<file path="src/rtl/skew_feeder_pkg.sv">
// Shared types and helpers for the skewed multi-lane operand feeder.
package skew_feeder_pkg;

    localparam int DATA_WIDTH_DEF = 8;
    localparam int BLOCK_SIZE_DEF = 3;
    localparam int NUM_LANES_DEF  = 3;

    typedef enum logic [0:0] {
        ST_IDLE   = 1'b0,
        ST_STREAM = 1'b1
    } state_e;

    // Cycles needed for the last lane's last element to leave the diagonal.
    function automatic int stream_len(input int block_size, input int num_lanes);
        return block_size + num_lanes - 1;
    endfunction

endpackage

</file>
<file path="src/rtl/skew_feeder_if.sv">
// Block-input handshake plus skewed lane outputs of the feeder.
interface skew_feeder_if
    import skew_feeder_pkg::*;
#(
    parameter int DATA_WIDTH = DATA_WIDTH_DEF,
    parameter int BLOCK_SIZE = BLOCK_SIZE_DEF,
    parameter int NUM_LANES  = NUM_LANES_DEF
);
    // A block transfers on a rising clk edge where in_valid & in_ready are both high;
    // in_data/msb_first must be stable while in_valid is high and matter only at that edge.
    logic                                      in_valid;
    logic                                      in_ready;
    logic [NUM_LANES*BLOCK_SIZE*DATA_WIDTH-1:0] in_data;
    logic                                      msb_first;
    logic                                      stall;
    logic [NUM_LANES*DATA_WIDTH-1:0]           out_data;
    logic [NUM_LANES-1:0]                      out_valid;
    logic                                      busy;
    logic                                      done;
    state_e                                    state;

    modport slave (
        input  in_valid, in_data, msb_first, stall,
        output in_ready, out_data, out_valid, busy, done, state
    );

    modport master (
        output in_valid, in_data, msb_first, stall,
        input  in_ready, out_data, out_valid, busy, done, state
    );

endinterface

</file>
<file path="src/rtl/skew_feeder_lane.sv">
// One feeder lane: holds its captured block and emits element (t - LANE), optionally reversed.
module skew_feeder_lane #(
    parameter int DATA_WIDTH = 8,
    parameter int BLOCK_SIZE = 3,
    parameter int LANE       = 0,
    parameter int CW         = 3
) (
    input  logic                             clk,
    input  logic                             reset,
    input  logic                             hold_i,
    input  logic                             load_i,
    input  logic [BLOCK_SIZE*DATA_WIDTH-1:0] elems_i,
    input  logic                             msb_first_i,
    input  logic                             active_i,
    input  logic [CW-1:0]                    cnt_i,
    output logic [DATA_WIDTH-1:0]            data_o,
    output logic                             valid_o
);
    logic [DATA_WIDTH-1:0] elem_q [BLOCK_SIZE];
    logic [DATA_WIDTH-1:0] elem_d [BLOCK_SIZE];
    logic                  rev_q, rev_d;
    logic [DATA_WIDTH-1:0] data_q, data_d;
    logic                  valid_q, valid_d;
    int                    pos;
    int                    sel;

    // Outputs are computed from next-cycle counter and block so they register in step with the FSM.
    always_comb begin
        elem_d  = elem_q;
        rev_d   = rev_q;
        data_d  = '0;
        valid_d = 1'b0;
        sel     = 0;
        if (load_i) begin
            for (int j = 0; j < BLOCK_SIZE; j++) begin
                elem_d[j] = elems_i[j*DATA_WIDTH +: DATA_WIDTH];
            end
            rev_d = msb_first_i;
        end
        pos = int'(cnt_i) - LANE;
        if (active_i && pos >= 0 && pos < BLOCK_SIZE) begin
            valid_d = 1'b1;
            sel     = rev_d ? (BLOCK_SIZE - 1 - pos) : pos;
            for (int j = 0; j < BLOCK_SIZE; j++) begin
                if (j == sel) begin
                    data_d = elem_d[j];
                end
            end
        end
    end

    always_ff @(posedge clk) begin
        if (reset) begin
            for (int j = 0; j < BLOCK_SIZE; j++) begin
                elem_q[j] <= '0;
            end
            rev_q   <= 1'b0;
            data_q  <= '0;
            valid_q <= 1'b0;
        end else if (!hold_i) begin
            elem_q  <= elem_d;
            rev_q   <= rev_d;
            data_q  <= data_d;
            valid_q <= valid_d;
        end
    end

    assign data_o  = data_q;
    assign valid_o = valid_q;

endmodule

</file>
<file path="src/rtl/skew_feeder.sv">
// Skewed operand feeder: accepts one block for all lanes, streams lane k delayed by k cycles.
module skew_feeder
    import skew_feeder_pkg::*;
#(
    parameter int DATA_WIDTH = DATA_WIDTH_DEF,
    parameter int BLOCK_SIZE = BLOCK_SIZE_DEF,
    parameter int NUM_LANES  = NUM_LANES_DEF
) (
    input  logic          clk,
    input  logic          reset,
    skew_feeder_if.slave  bus
);
    localparam int            T    = stream_len(BLOCK_SIZE, NUM_LANES);
    localparam int            CW   = $clog2(T + 1);
    localparam logic [CW-1:0] LAST = CW'(T - 1);

    state_e        state_q, state_d;
    logic [CW-1:0] cnt_q, cnt_d;
    logic          busy_q, done_q;
    logic          accept;

    assign bus.in_ready = ~reset & ~bus.stall & ((state_q == ST_IDLE) | (cnt_q == LAST));
    assign accept       = bus.in_valid & bus.in_ready;

    always_comb begin
        state_d = state_q;
        cnt_d   = cnt_q;
        if (!bus.stall) begin
            case (state_q)
                ST_IDLE: begin
                    if (accept) begin
                        state_d = ST_STREAM;
                        cnt_d   = '0;
                    end
                end
                ST_STREAM: begin
                    if (cnt_q == LAST) begin
                        // A new block at the last cycle chains straight into t=0.
                        cnt_d = '0;
                        if (!accept) begin
                            state_d = ST_IDLE;
                        end
                    end else begin
                        cnt_d = cnt_q + CW'(1);
                    end
                end
                default: begin
                    state_d = ST_IDLE;
                    cnt_d   = '0;
                end
            endcase
        end
    end

    always_ff @(posedge clk) begin
        if (reset) begin
            state_q <= ST_IDLE;
            cnt_q   <= '0;
            busy_q  <= 1'b0;
            done_q  <= 1'b0;
        end else if (!bus.stall) begin
            state_q <= state_d;
            cnt_q   <= cnt_d;
            busy_q  <= (state_d == ST_STREAM);
            done_q  <= (state_d == ST_STREAM) && (cnt_d == LAST);
        end
    end

    assign bus.busy  = busy_q;
    assign bus.done  = done_q;
    assign bus.state = state_q;

    for (genvar k = 0; k < NUM_LANES; k++) begin : g_lane
        skew_feeder_lane #(
            .DATA_WIDTH (DATA_WIDTH),
            .BLOCK_SIZE (BLOCK_SIZE),
            .LANE       (k),
            .CW         (CW)
        ) u_lane (
            .clk         (clk),
            .reset       (reset),
            .hold_i      (bus.stall),
            .load_i      (accept),
            .elems_i     (bus.in_data[k*BLOCK_SIZE*DATA_WIDTH +: BLOCK_SIZE*DATA_WIDTH]),
            .msb_first_i (bus.msb_first),
            .active_i    (state_d == ST_STREAM),
            .cnt_i       (cnt_d),
            .data_o      (bus.out_data[k*DATA_WIDTH +: DATA_WIDTH]),
            .valid_o     (bus.out_valid[k])
        );
    end

endmodule

</file>
<file path="src/flat_wrapper.sv">
// flat-port wrapper written by rule: the top's interface ports become plain ports
module skew_feeder_flat import skew_feeder_pkg::*;
#(
    parameter int DATA_WIDTH = DATA_WIDTH_DEF,
    parameter int BLOCK_SIZE = BLOCK_SIZE_DEF,
    parameter int NUM_LANES  = NUM_LANES_DEF
)
  (clk, reset, bus_in_valid, bus_in_data, bus_msb_first, bus_stall, bus_in_ready, bus_out_data, bus_out_valid, bus_busy, bus_done, bus_state);
  skew_feeder_if #(.DATA_WIDTH(DATA_WIDTH), .BLOCK_SIZE(BLOCK_SIZE), .NUM_LANES(NUM_LANES)) bus_i ();
  input  logic clk;
  input  logic reset;
  input wire logic [$bits(bus_i.in_valid)-1:0] bus_in_valid;
  input wire logic [$bits(bus_i.in_data)-1:0] bus_in_data;
  input wire logic [$bits(bus_i.msb_first)-1:0] bus_msb_first;
  input wire logic [$bits(bus_i.stall)-1:0] bus_stall;
  output wire logic [$bits(bus_i.in_ready)-1:0] bus_in_ready;
  output wire logic [$bits(bus_i.out_data)-1:0] bus_out_data;
  output wire logic [$bits(bus_i.out_valid)-1:0] bus_out_valid;
  output wire logic [$bits(bus_i.busy)-1:0] bus_busy;
  output wire logic [$bits(bus_i.done)-1:0] bus_done;
  output wire logic [$bits(bus_i.state)-1:0] bus_state;
  assign bus_i.in_valid = bus_in_valid;
  assign bus_i.in_data = bus_in_data;
  assign bus_i.msb_first = bus_msb_first;
  assign bus_i.stall = bus_stall;
  assign bus_in_ready = bus_i.in_ready;
  assign bus_out_data = bus_i.out_data;
  assign bus_out_valid = bus_i.out_valid;
  assign bus_busy = bus_i.busy;
  assign bus_done = bus_i.done;
  assign bus_state = bus_i.state;
  skew_feeder #(.DATA_WIDTH(DATA_WIDTH), .BLOCK_SIZE(BLOCK_SIZE), .NUM_LANES(NUM_LANES)) u_core (.clk(clk), .reset(reset), .bus(bus_i));
endmodule
</file>
<file path="config.mk">
export PLATFORM = sky130hd
export DESIGN_NAME = skew_feeder_flat
export DESIGN_NICKNAME = d
export VERILOG_FILES = /design/src/rtl/skew_feeder_pkg.sv /design/src/rtl/skew_feeder_if.sv /design/src/rtl/skew_feeder_lane.sv /design/src/rtl/skew_feeder.sv /design/src/flat_wrapper.sv
export SDC_FILE = /design/constraint.sdc
export NUM_CORES = 1
export LEC_CHECK = 0
export CORE_MARGIN = 1
export CORE_UTILIZATION = 55
export CTS_BUF_LIST = sky130_fd_sc_hd__clkbuf_8
export DETAILED_ROUTE_END_ITERATION = 6
export HOLD_SLACK_MARGIN = 0.03
export PLACE_DENSITY = 0.88
export SLEW_MARGIN = 10
export SYNTH_ARGS = -nofsm -noshare
export SYNTH_HDL_FRONTEND = slang
export SYNTH_SLANG_ARGS = --single-unit
</file>
<file path="constraint.sdc">
create_clock -name clk -period 7.1 [get_ports clk]
set_input_delay 0.71 -clock clk [delete_from_list [all_inputs] [get_ports clk]]
set_output_delay 0.71 -clock clk [all_outputs]
set_load 0.02 [all_outputs]
</file>
Clock wiring as the flow saved it:
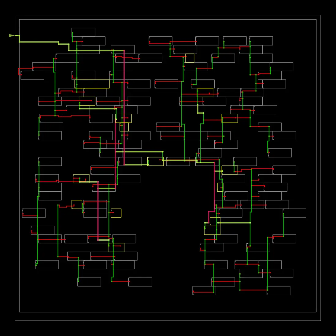
number of sequential cells in the layout: 107
TritonCTS buffer count: 9
clock network power consumption: 0.000374 W
clock buffers: 9

Signal wires on met3:
(4 px per um)
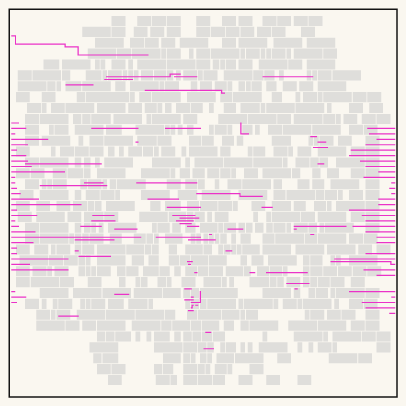
- main direction: horizontal
- share of all routed wire: 6.5%
- nets with wire on the layer: 100

Cell area per tile:
(4 px per um) 10 x 10 tiles, from white (low) to dark blue (high), 0 to 100% covered.
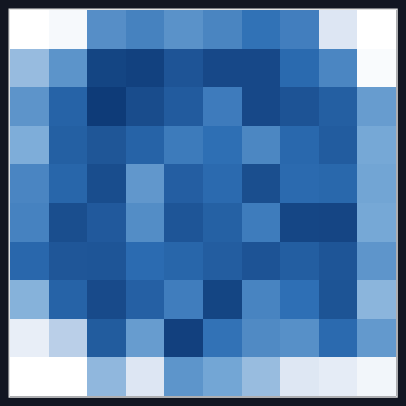
- tiles over 75% full: 48%
- nearly empty tiles: 4.0%
- fullest tile: 96%

==> run summary <==
This memo summarizes the results of the implementation run.

Cells and area
In the final layout, the share of cells above drive strength 1 is 0.0738. The count of antenna diodes in the layout is 0. The fraction of final cell area spent on non-clock buffers in this run is 0.177. The register with the highest flop count is u_core.g_lane.u_lane.elem_q. The sequential cell area is 2140 um^2.

Clock tree
The number of post-CTS setup repair buffers is 0. In this run, post-CTS hold repair placed 0 buffers. The cell at the root of the clock tree is clkbuf_8.

Detailed routing
The top routing layer in use is met5.

Setup path
The worst setup path is captured at a flop.

Power
The sequential share of power is 0.537. Per the summary, power density relative to cell area is 188 nW/um^2.

Place
The placed standard-cell area is 5980 um^2. After detailed placement, the design holds a cell count of 702.

Global route
The initial antenna violation count is 1.

Synth
Looking at the cell usage after synthesis, the top flip-flop cell is dfxtp_1. The post-synthesis net count is 608. Of the total synthesized cell area, the portion taken by XOR and XNOR cells is 0.

In this run, distinct cell masters in the synthesized netlist total 54.

Status
The flow ran to the end, and the final reports show no timing, DRC or antenna violations.
Power is estimated from default activity; no workload was simulated.
